clock_nets.png
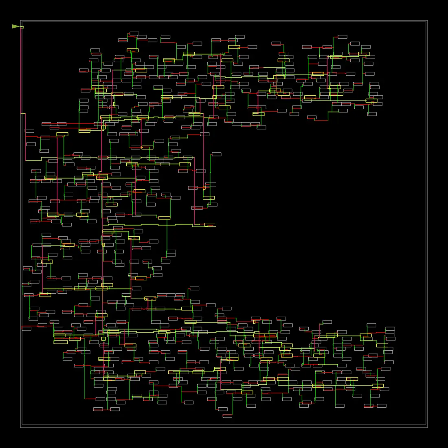
route_heat.png
(1 px per µm) 33 x 33 tiles, from dark purple (low) to yellow (high), scaled to the fullest tile. Values are wire area over tile area, all layers added.
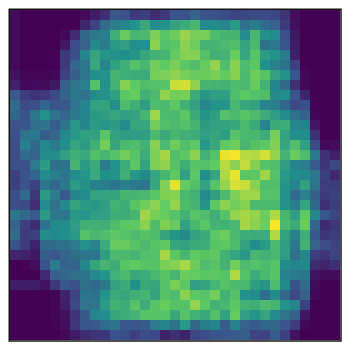
m3.png
(1 px per µm)
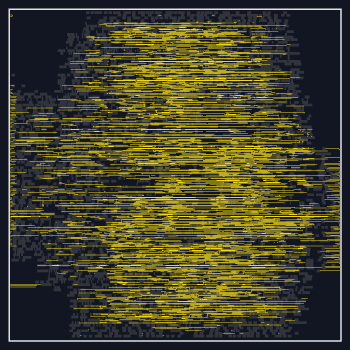
class_map.png
(1.5 px per µm)
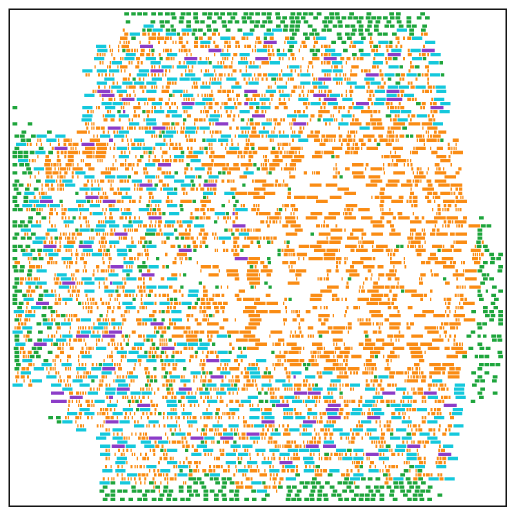
--- config.mk ---
export PLATFORM = sky130hd
export DESIGN_NAME = life_step_scheduler_flat
export DESIGN_NICKNAME = d
export VERILOG_FILES = /design/src/rtl/life_if.sv /design/src/rtl/life_step_scheduler.sv /design/src/flat_wrapper.sv
export SDC_FILE = /design/constraint.sdc
export NUM_CORES = 2
export LEC_CHECK = 0
export ABC_CLOCK_PERIOD_IN_PS = 31600
export CAP_MARGIN = 10
export CORE_UTILIZATION = 35
export CTS_CLUSTER_SIZE = 8
export DETAILED_ROUTE_END_ITERATION = 10
export HOLD_SLACK_MARGIN = 0.1
export MAX_ROUTING_LAYER = met4
export PLACE_DENSITY = 0.58
export SLEW_MARGIN = 20
export SYNTH_ARGS = -nofsm -noshare
export SYNTH_HDL_FRONTEND = slang
export SYNTH_SLANG_ARGS = --single-unit
--- constraint.sdc ---
create_clock -name clk -period 31.6 [get_ports clk]
set_input_delay 3.16 -clock clk [delete_from_list [all_inputs] [get_ports clk]]
set_output_delay 3.16 -clock clk [all_outputs]
set_load 0.05 [all_outputs]
--- src/rtl/life_if.sv ---
// life_if: control/map bundle between the Game-of-Life scheduler and its controller.
interface life_if #(parameter int W = 16, parameter int H = 16, parameter int CW = 16);
    localparam int N  = W * H;
    localparam int IW = $clog2(N);
    localparam int PW = $clog2(N + 1);
    logic          run;
    logic          step_tick;
    logic          step_req;
    logic          load_req;
    logic [N-1:0]  load_map;
    logic          load_ack;
    logic          toggle_req;
    logic [IW-1:0] toggle_idx;
    logic          toggle_ack;
    logic [N-1:0]  map;
    logic          busy;
    logic          gen_done;
    logic [CW-1:0] gen_count;
    logic [PW-1:0] pop_count;
    logic          overrun;
    modport master (
        output run, step_tick, step_req, load_req, load_map, toggle_req, toggle_idx,
        input  load_ack, toggle_ack, map, busy, gen_done, gen_count, pop_count, overrun
    );
    modport slave (
        input  run, step_tick, step_req, load_req, load_map, toggle_req, toggle_idx,
        output load_ack, toggle_ack, map, busy, gen_done, gen_count, pop_count, overrun
    );
endinterface

--- src/rtl/life_step_scheduler.sv ---
// life_step_scheduler: owns the torus map, arbitrates load/toggle/step, computes B3/S23 one row per cycle.
module life_step_scheduler #(
    parameter int W  = 16,
    parameter int H  = 16,
    parameter int CW = 16
) (
    input logic   clk,
    input logic   rst,
    life_if.slave b
);
    localparam int N  = W * H;
    localparam int RW = $clog2(H);
    localparam int PW = $clog2(N + 1);
    typedef enum logic [1:0] {IDLE, SCAN, COMMIT} state_t;
    state_t        state_q, state_d;
    logic [N-1:0]  map_q, map_d, nxt_q, nxt_d;
    logic [RW-1:0] row_q, row_d, row_up, row_dn;
    logic [PW-1:0] acc_q, acc_d, pop_q, pop_d, row_pop;
    logic [CW-1:0] gen_q, gen_d;
    logic          pend_q, pend_d, ovr_q, ovr_d;
    logic [W-1:0]  up, cur, dn, new_row;
    logic [3:0]    n;
    logic          trig, start, load_ack, toggle_ack, gen_done;
    assign trig   = b.run ? b.step_tick : b.step_req;
    assign row_up = (row_q == '0) ? RW'(H - 1) : row_q - RW'(1);
    assign row_dn = (row_q == RW'(H - 1)) ? '0 : row_q + RW'(1);
    assign up     = map_q[int'(row_up) * W +: W];
    assign cur    = map_q[int'(row_q) * W +: W];
    assign dn     = map_q[int'(row_dn) * W +: W];
    // neighbour columns wrap around the torus edges
    always_comb begin
        new_row = '0;
        row_pop = '0;
        n       = '0;
        for (int x = 0; x < W; x++) begin
            n = 4'(up[(x + W - 1) % W]) + 4'(up[x]) + 4'(up[(x + 1) % W])
              + 4'(cur[(x + W - 1) % W]) + 4'(cur[(x + 1) % W])
              + 4'(dn[(x + W - 1) % W]) + 4'(dn[x]) + 4'(dn[(x + 1) % W]);
            new_row[x] = (n == 4'd3) | (cur[x] & (n == 4'd2));
            row_pop    = row_pop + PW'(new_row[x]);
        end
    end
    always_comb begin
        state_d    = state_q;
        map_d      = map_q;
        nxt_d      = nxt_q;
        row_d      = row_q;
        acc_d      = acc_q;
        pop_d      = pop_q;
        gen_d      = gen_q;
        pend_d     = pend_q;
        ovr_d      = ovr_q;
        load_ack   = 1'b0;
        toggle_ack = 1'b0;
        gen_done   = 1'b0;
        start      = 1'b0;
        if (b.load_req) begin
            map_d    = b.load_map;
            load_ack = 1'b1;
            pend_d   = 1'b0;
            state_d  = IDLE;
        end else if (state_q == IDLE) begin
            if (b.toggle_req) begin
                map_d[b.toggle_idx] = ~map_q[b.toggle_idx];
                toggle_ack          = 1'b1;
            end else if (trig | pend_q) begin
                start   = 1'b1;
                state_d = SCAN;
                row_d   = '0;
                acc_d   = '0;
                pend_d  = 1'b0;
            end
        end else if (state_q == SCAN) begin
            nxt_d[int'(row_q) * W +: W] = new_row;
            acc_d   = acc_q + row_pop;
            row_d   = (row_q == RW'(H - 1)) ? '0 : row_q + RW'(1);
            state_d = (row_q == RW'(H - 1)) ? COMMIT : SCAN;
        end else begin
            map_d    = nxt_q;
            gen_d    = gen_q + CW'(1);
            pop_d    = acc_q;
            gen_done = 1'b1;
            state_d  = IDLE;
        end
        // a load discards any waiting step, but a second lost trigger is still an overrun
        if (trig & ~start) begin
            pend_d = ~b.load_req | pend_d;
            ovr_d  = ovr_q | pend_q;
        end
        if (rst) begin
            load_ack   = 1'b0;
            toggle_ack = 1'b0;
            gen_done   = 1'b0;
        end
    end
    always_ff @(posedge clk) begin
        if (rst) begin
            state_q <= IDLE;
            map_q   <= '0;
            nxt_q   <= '0;
            row_q   <= '0;
            acc_q   <= '0;
            pop_q   <= '0;
            gen_q   <= '0;
            pend_q  <= 1'b0;
            ovr_q   <= 1'b0;
        end else begin
            state_q <= state_d;
            map_q   <= map_d;
            nxt_q   <= nxt_d;
            row_q   <= row_d;
            acc_q   <= acc_d;
            pop_q   <= pop_d;
            gen_q   <= gen_d;
            pend_q  <= pend_d;
            ovr_q   <= ovr_d;
        end
    end
    assign b.load_ack   = load_ack;
    assign b.toggle_ack = toggle_ack;
    assign b.gen_done   = gen_done;
    assign b.map        = map_q;
    assign b.busy       = state_q != IDLE;
    assign b.gen_count  = gen_q;
    assign b.pop_count  = pop_q;
    assign b.overrun    = ovr_q;
endmodule

--- src/flat_wrapper.sv ---
// flat-port wrapper written by rule: the top's interface ports become plain ports
module life_step_scheduler_flat 
#(
    parameter int W  = 16,
    parameter int H  = 16,
    parameter int CW = 16
)
  (clk, rst, b_run, b_step_tick, b_step_req, b_load_req, b_load_map, b_toggle_req, b_toggle_idx, b_load_ack, b_toggle_ack, b_map, b_busy, b_gen_done, b_gen_count, b_pop_count, b_overrun);
  life_if #(.W(W), .H(H), .CW(CW)) b_i ();
  input logic clk;
  input logic rst;
  input wire logic [$bits(b_i.run)-1:0] b_run;
  input wire logic [$bits(b_i.step_tick)-1:0] b_step_tick;
  input wire logic [$bits(b_i.step_req)-1:0] b_step_req;
  input wire logic [$bits(b_i.load_req)-1:0] b_load_req;
  input wire logic [$bits(b_i.load_map)-1:0] b_load_map;
  input wire logic [$bits(b_i.toggle_req)-1:0] b_toggle_req;
  input wire logic [$bits(b_i.toggle_idx)-1:0] b_toggle_idx;
  output wire logic [$bits(b_i.load_ack)-1:0] b_load_ack;
  output wire logic [$bits(b_i.toggle_ack)-1:0] b_toggle_ack;
  output wire logic [$bits(b_i.map)-1:0] b_map;
  output wire logic [$bits(b_i.busy)-1:0] b_busy;
  output wire logic [$bits(b_i.gen_done)-1:0] b_gen_done;
  output wire logic [$bits(b_i.gen_count)-1:0] b_gen_count;
  output wire logic [$bits(b_i.pop_count)-1:0] b_pop_count;
  output wire logic [$bits(b_i.overrun)-1:0] b_overrun;
  assign b_i.run = b_run;
  assign b_i.step_tick = b_step_tick;
  assign b_i.step_req = b_step_req;
  assign b_i.load_req = b_load_req;
  assign b_i.load_map = b_load_map;
  assign b_i.toggle_req = b_toggle_req;
  assign b_i.toggle_idx = b_toggle_idx;
  assign b_load_ack = b_i.load_ack;
  assign b_toggle_ack = b_i.toggle_ack;
  assign b_map = b_i.map;
  assign b_busy = b_i.busy;
  assign b_gen_done = b_i.gen_done;
  assign b_gen_count = b_i.gen_count;
  assign b_pop_count = b_i.pop_count;
  assign b_overrun = b_i.overrun;
  life_step_scheduler #(.W(W), .H(H), .CW(CW)) u_core (.clk(clk), .rst(rst), .b(b_i));
endmodule
==> metrics.yaml <==
clock_tree:
  cts.sinks: 554
  clk_pin_slew_worst_paths_ps: 50
  ctsHoldBuffers: 0
synthesis:
  yosys.area.top_type_share_pct: 29.4
  mux_share_pct: 15.3
  ys_chip_area_um2: 37700
detailed_routing:
  num_vias: 44300
  wirelength_met1_um: 92000
  highest_layer: "met4"
critical_path:
  worstPathArrival_ps: 11940
pwr:
  pg_seq_uw: 824
  internal_power_uw: 1510
  power_density_nw_per_um2: 54.5
final_layout:
  clk_share_pct: 4.60
  layout_top_cell: "nand2_1"
  final_cell_mix: "nand2_1 (719), dfxtp_1 (552), clkdlybuf4s50_1 (551)"
  seq_area_share_pct: 23.4
  logic_gate_count: 3386
  fin_cells: 6405
  largestClassByArea: "logic gates"
  ff_count: 554
die:
  core_area_um2: 107000
  initial_core_util_pct: 35.3
outcome:
  status: "complete, no violations"
global_routing:
  grt_pass1_wl_um: 336000
  grt_pass1_vias: 38800
worst_hold_path:
  holdPathStages: 2
  hp-start: "u_core.nxt_q[237]"
run:
  drv_cap: 0
final_timing:
  fmax_ghz: 0.0877
  hold_viol: 0
placed_design:
  placed_area_um2: 45000
## Picture notes: clock_nets.png
Layout clock buffers: 86
clk pwr: 814 µW

## Picture notes: route_heat.png
The mean over all tiles is 0.43. 11% of the tiles are nearly empty. 52% of the tiles are over half the peak. The fullest tile reaches 0.94.

## Picture notes: m3.png
1073 nets have wire on it. The wires run mostly horizontal. The longest straight run is 213 µm.

## Picture notes: class_map.png
Purple marks clock drivers and dummy loads, cells 92, share of their area 4.8%. Green marks remaining buffers and delay cells, cells 784, share of their area 16%. Cyan marks sequential cells, cells 554, share of their area 24%. Orange marks remaining logic cells, cells 3529, share of their area 55%.

No activity file was given, so power comes from the tool's default toggle rates.
